File: config.mk
export PLATFORM = sky130hd
export DESIGN_NAME = qadd
export DESIGN_NICKNAME = d
export VERILOG_FILES = /design/src/rtl/qadd.sv
export SDC_FILE = /design/constraint.sdc
export NUM_CORES = 1
export LEC_CHECK = 0
export ABC_CLOCK_PERIOD_IN_PS = 860
export CAP_MARGIN = 20
export CORE_MARGIN = 5
export CORE_UTILIZATION = 30
export DETAILED_ROUTE_END_ITERATION = 7
export HOLD_SLACK_MARGIN = 0.02
export PLACE_DENSITY_LB_ADDON = 0.2
export RECOVER_POWER = 50
export SETUP_SLACK_MARGIN = 0.02
export SYNTH_ARGS = -nofsm -noshare
export SYNTH_HDL_FRONTEND = slang
export SYNTH_SLANG_ARGS = --single-unit
File: constraint.sdc
create_clock -name clk -period 0.86 [get_ports clk]
set_input_delay 0.258 -clock clk [delete_from_list [all_inputs] [get_ports clk]]
set_output_delay 0.258 -clock clk [all_outputs]
set_load 0.05 [all_outputs]
File: src/rtl/qadd.sv
// qadd: signed-magnitude fixed-point adder with one register stage.
// Operands and result use bit N-1 as the sign and bits N-2:0 as the magnitude.
// Same-sign sums saturate to the largest magnitude and raise overflow.
// Opposite-sign operands subtract the smaller magnitude from the larger.
// A zero result is always given a positive sign.
module qadd #(
  parameter int Q = 23,
  parameter int N = 32
) (
  input  logic         clk,
  input  logic         rst_n,
  input  logic         in_valid,
  input  logic [N-1:0] a,
  input  logic [N-1:0] b,
  output logic [N-1:0] c,
  output logic         out_valid,
  output logic         overflow
);

  localparam int MW = N - 1;  // magnitude width

  // Q only describes how the bits are read as a number. It must still leave
  // room inside the magnitude field, so an impossible format stops elaboration.
  if ((Q < 0) || (Q > MW)) begin : g_q_out_of_range
    $error("qadd: Q must lie in 0..N-1");
  end

  // Operand fields
  logic          sa;
  logic          sb;
  logic [MW-1:0] ma;
  logic [MW-1:0] mb;

  // Intermediate arithmetic
  logic [N-1:0]  sum_wide;     // ma + mb with room for the carry
  logic          a_ge_b;
  logic [MW-1:0] diff_mag;     // |ma - mb|
  logic          diff_sign;

  // Next-state values for the output register
  logic [MW-1:0] mag_next;
  logic          sign_next;
  logic          ovf_next;
  logic [N-1:0]  c_next;

  // Registered state
  logic [N-1:0]  c_reg;
  logic          out_valid_reg;
  logic          overflow_reg;

  assign sa = a[N-1];
  assign sb = b[N-1];
  assign ma = a[N-2:0];
  assign mb = b[N-2:0];

  // Compute the sum and the ordered difference of the two magnitudes.
  always_comb begin
    sum_wide  = {1'b0, ma} + {1'b0, mb};
    a_ge_b    = (ma >= mb);
    diff_mag  = '0;
    diff_sign = 1'b0;
    if (a_ge_b) begin
      diff_mag  = ma - mb;
      diff_sign = sa;
    end else begin
      diff_mag  = mb - ma;
      diff_sign = sb;
    end
  end

  // Pick add or subtract path, saturate carries, and force zero to be positive.
  always_comb begin
    mag_next  = '0;
    sign_next = 1'b0;
    ovf_next  = 1'b0;
    if (sa == sb) begin
      sign_next = sa;
      if (sum_wide[N-1]) begin
        mag_next = {MW{1'b1}};
        ovf_next = 1'b1;
      end else begin
        mag_next = sum_wide[N-2:0];
      end
    end else begin
      // The larger magnitude wins, so the difference never overflows.
      mag_next  = diff_mag;
      sign_next = diff_sign;
    end
    // Negative zero is never produced, whatever the input signs were.
    if (mag_next == '0) begin
      sign_next = 1'b0;
    end
    c_next = {sign_next, mag_next};
  end

  // Output register: load on a valid beat, hold value otherwise, clear on reset.
  always_ff @(posedge clk or negedge rst_n) begin
    if (!rst_n) begin
      c_reg         <= '0;
      overflow_reg  <= 1'b0;
      out_valid_reg <= 1'b0;
    end else begin
      out_valid_reg <= in_valid;
      if (in_valid) begin
        c_reg        <= c_next;
        overflow_reg <= ovf_next;
      end
    end
  end

  assign c         = c_reg;
  assign out_valid = out_valid_reg;
  assign overflow  = overflow_reg;

endmodule

==> results.toml, run 1 <==
# generated from flow reports
[run_status]
outcome = "complete, but fails checks"
violations = "negative setup slack"

[global_route]
overflow = 0
grtUsageMet3_pct = 2.87

[power]
pwr-share-comb_pct = 78.1
clkPwrFrac_pct = 8.8
p_sw_mw = 8.24
p_sw_share_pct = 44.0
clock_net_power_mw = 1.65
power_mw = 18.7

[setup_path]
r2r_slack_ns = -0.08

[yosys]
yosys_most_used_dff = "dfrtp_1"
yosysMostFrequentCell = "a21oi_1"
ys.warnings.count = 0
fa_ha_area_share_pct = 18.7
top_area_cell = "ha_1"
yosys_cells = 979
edf_count = 0

[detailed_routing]
drt-met1-wl_um = 14600
drt_iter0_markers = 771
drt_pre_antenna_iters = 5
vias_per_cell = 5.47

[die]
initial_core_util_pct = 30.6
io_pins = 101
die_x_um = 162
dieArea_um2 = 26300

[clock_tree]
cts_tree = "yes"
post_cts_buffers = 43
cts_root_buffer = "clkbuf_16"
numCtsBuffers = 5

[final_timing]
setup_slack_ns = -2.95
final.period_utilization_pct = 442
grt_setup_unrepaired = "yes"
setup_viol = 67
maxSlewHeadroom_pct = 56.4
fmax_mhz = 263

[finish]
layout-drive-gt1-share_pct = 59.6
syn2layout_area_growth_pct = 108

[placement]
finalWeightedCongestion = 0.973
dpl.hpwl_um = 26200

[worst_hold_path]
worstHoldPathType = "in -> async"
[run 1: final timing paths]
| kind | to |
|---|---|
| min in group clk | c[19] |
| max reg2reg | c[8] |
| max in group asynchronous | c[11] |
| min reg2reg | c[19] |
| max | c[31] |
| min | c[29] |
[run 1: critical path, cell delays in order]
cell       delay, ns
buf_6           0.09
buf_6           0.11
inv_4           0.04
ha_4            0.12
inv_2           0.03
fa_2            0.34
a21o_1          0.23
a211oi_4        0.32
o21ai_2         0.11
a21o_1          0.22
a221o_1         0.32
mux2i_1         0.19
a2bb2oi_1       0.10
a22oi_2         0.25
or4b_4          0.51
or4b_4          0.49
nor3_2          0.11
a21oi_1         0.08
[run 1: layout make-up]
class	count	area, um2
fill	1908	8260
multi-input combinational	795	7390
timing repair buffer	596	5300
sequential	34	892
inverter	96	383
tap	285	357
clock buffer	8	136
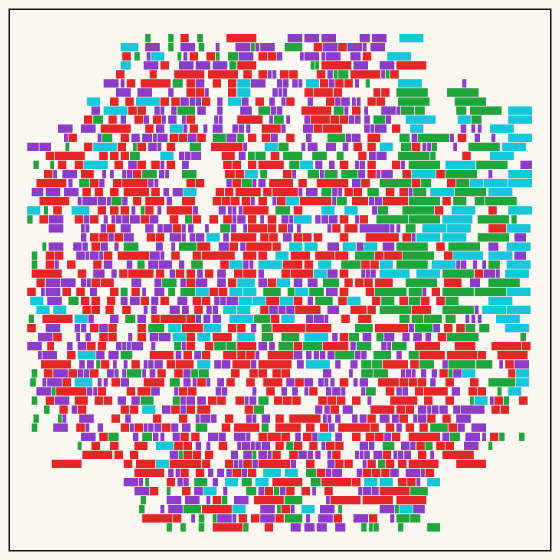
Fig. 1. Drive-strength map (run 1).
- cyan: x6 and larger (cells 126; share 8.2%)
- purple: x1 and smaller (cells 618; share 40%)
- green: x2 (cells 239; share 16%)
- red: x3 and x4 (cells 546; share 36%)

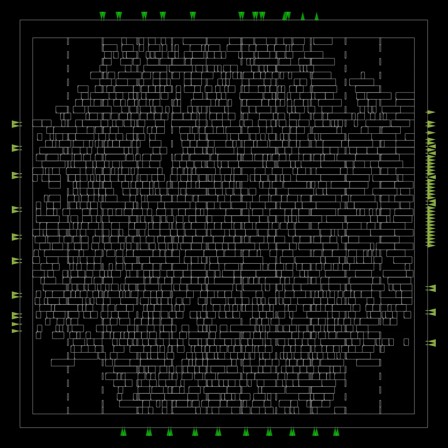
Fig. 2. Cell outlines without signal wires (run 1).
Seq cells: 34
# rows: 55

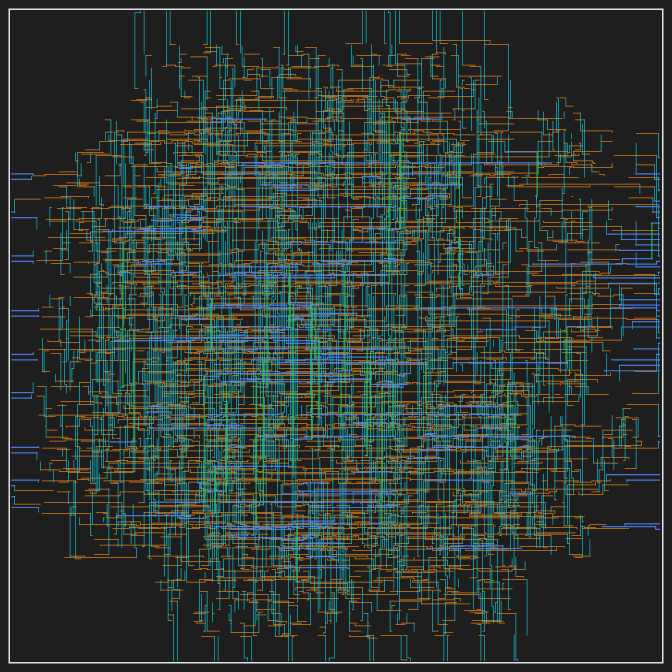
Fig. 3. Routed metal, one colour a layer (run 1).
- green: M4 (wire length 723 um)
- cyan: M2 (wire length 15900 um)
- orange: M1 (wire length 14600 um)
- blue: M3 (wire length 2140 um)

==> run 2, diff against run 1 <==
Settings changed: CTS_CLUSTER_SIZE set to 12, SLEW_MARGIN set to 30.
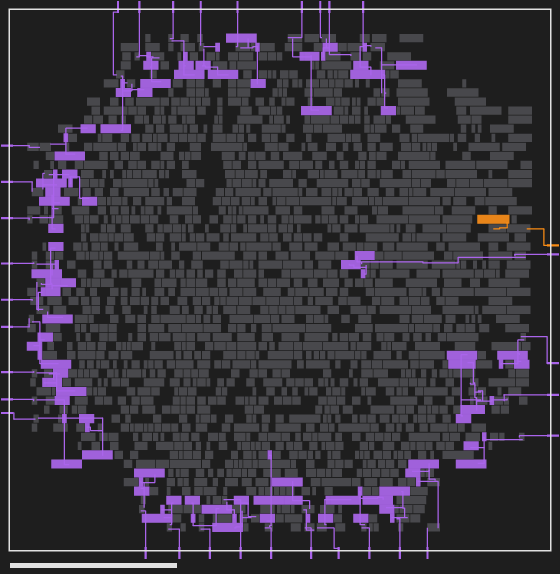
Fig. 4. Nets reached from selected ports (run 2).
Bar = 50 um.
- purple: `b` (bits 32; direction input; end cells 104; buffers 49; wire 1160 um)
- orange: `overflow` (bits 1; direction output; end cells 1; buffers 1; wire 17.3 um)

==> results.toml, run 2 <==
# generated from flow reports
[finish]
inverters = 96
clkCellAreaFrac_pct = 0.944
buffer_area_share_pct = 36.6
layout-drive-gt1-share_pct = 59.6
seq_share_pct = 6.17
register_area_um2 = 892
nMultiInputCombCells = 795
nFillCells = 1908
comb_area_um2 = 7390
sh_comb_area_pct = 51.1
n_all_buffers = 596
clock_buffers = 8
largestClassByArea = "combinational gates"

[die]
initial_core_util_pct = 30.6
rows = 55
dieArea_um2 = 26300
die_x_um = 162
io_pins = 101

[run_status]
outcome = "complete, but fails checks"
violations = "negative setup slack"

[setup_path]
cp.depth = 18
r2r-end = "c[8]"
crit_family = "AND-OR/OR-AND gates"
max_stage_delay_ns = 0.51
endpoint = "c[31]"
cp_slowest_cell = "or4b_4"
r2r_slack_ns = -0.08

[power]
clkPwrFrac_pct = 8.8
p_sw_mw = 8.24
power_mw = 18.7
p_sw_share_pct = 44.0

[final_timing]
maxSlewHeadroom_pct = 56.4
setup_viol = 67
setup_slack_ns = -2.95
grt_setup_unrepaired = "yes"
final.period_utilization_pct = 442

[global_route]
grtUsageMet3_pct = 2.87

[detailed_routing]
vias_per_cell = 5.47
drt_pre_antenna_iters = 5
drt_iter0_markers = 771

[yosys]
ys.warnings.count = 0
fa_ha_area_share_pct = 18.7
top_area_cell = "ha_1"
edf_count = 0

[clock_tree]
cts_root_buffer = "clkbuf_16"
post_cts_buffers = 43

[placement]
dpl.hpwl_um = 26200
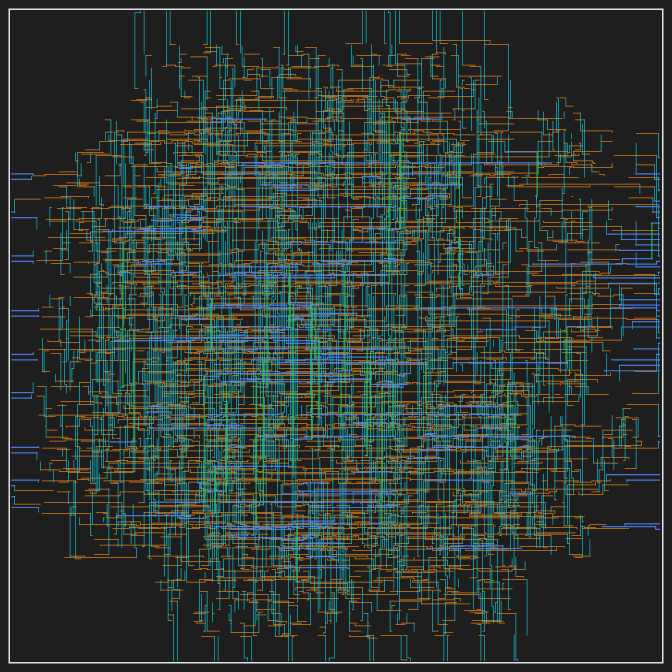
Fig. 5. Routed metal, one colour a layer (run 2).
- orange: M1 (wire length 14600 um)
- cyan: M2 (wire length 15900 um)
- blue: M3 (wire length 2140 um)
- green: M4 (wire length 723 um)

## run 2: cell counts after synthesis
No cell type changed its count.
## run 2: kinds of logic after synthesis
logic type | count (synthesis)
AOI/OAI and AO/OA | 377
and+or+nand+nor | 282
buffers and inverters | 150
adders and majority gates | 102
DFF | 34
muxes | 27
xor gates and xnor gates | 7
## run 2: per-stage QoR
step	hold slack (ns)	TNS (ns)	worst slack, ns	area (um2)
CTS	0.422	-80.80	-2.94	13100
detailed placement	0.530	-98.18	-3.76	11800
global placement	0.526	-98.43	-3.73	11800
finish	0.443	-81.97	-2.95	14500
floorplan	-0.0376	-58.86	-2.77	7400
global route	0.475	-85.22	-3.04	14500
## run 2: per-layer routing
metal / vias to the layer above / wire (um)
met5: - / 0
met1: 4746 / 14600
met4: 0 / 722
li1: 4705 / -
met2: 394 / 15900
met3: 69 / 2140
Power is estimated from default activity; no workload was simulated.
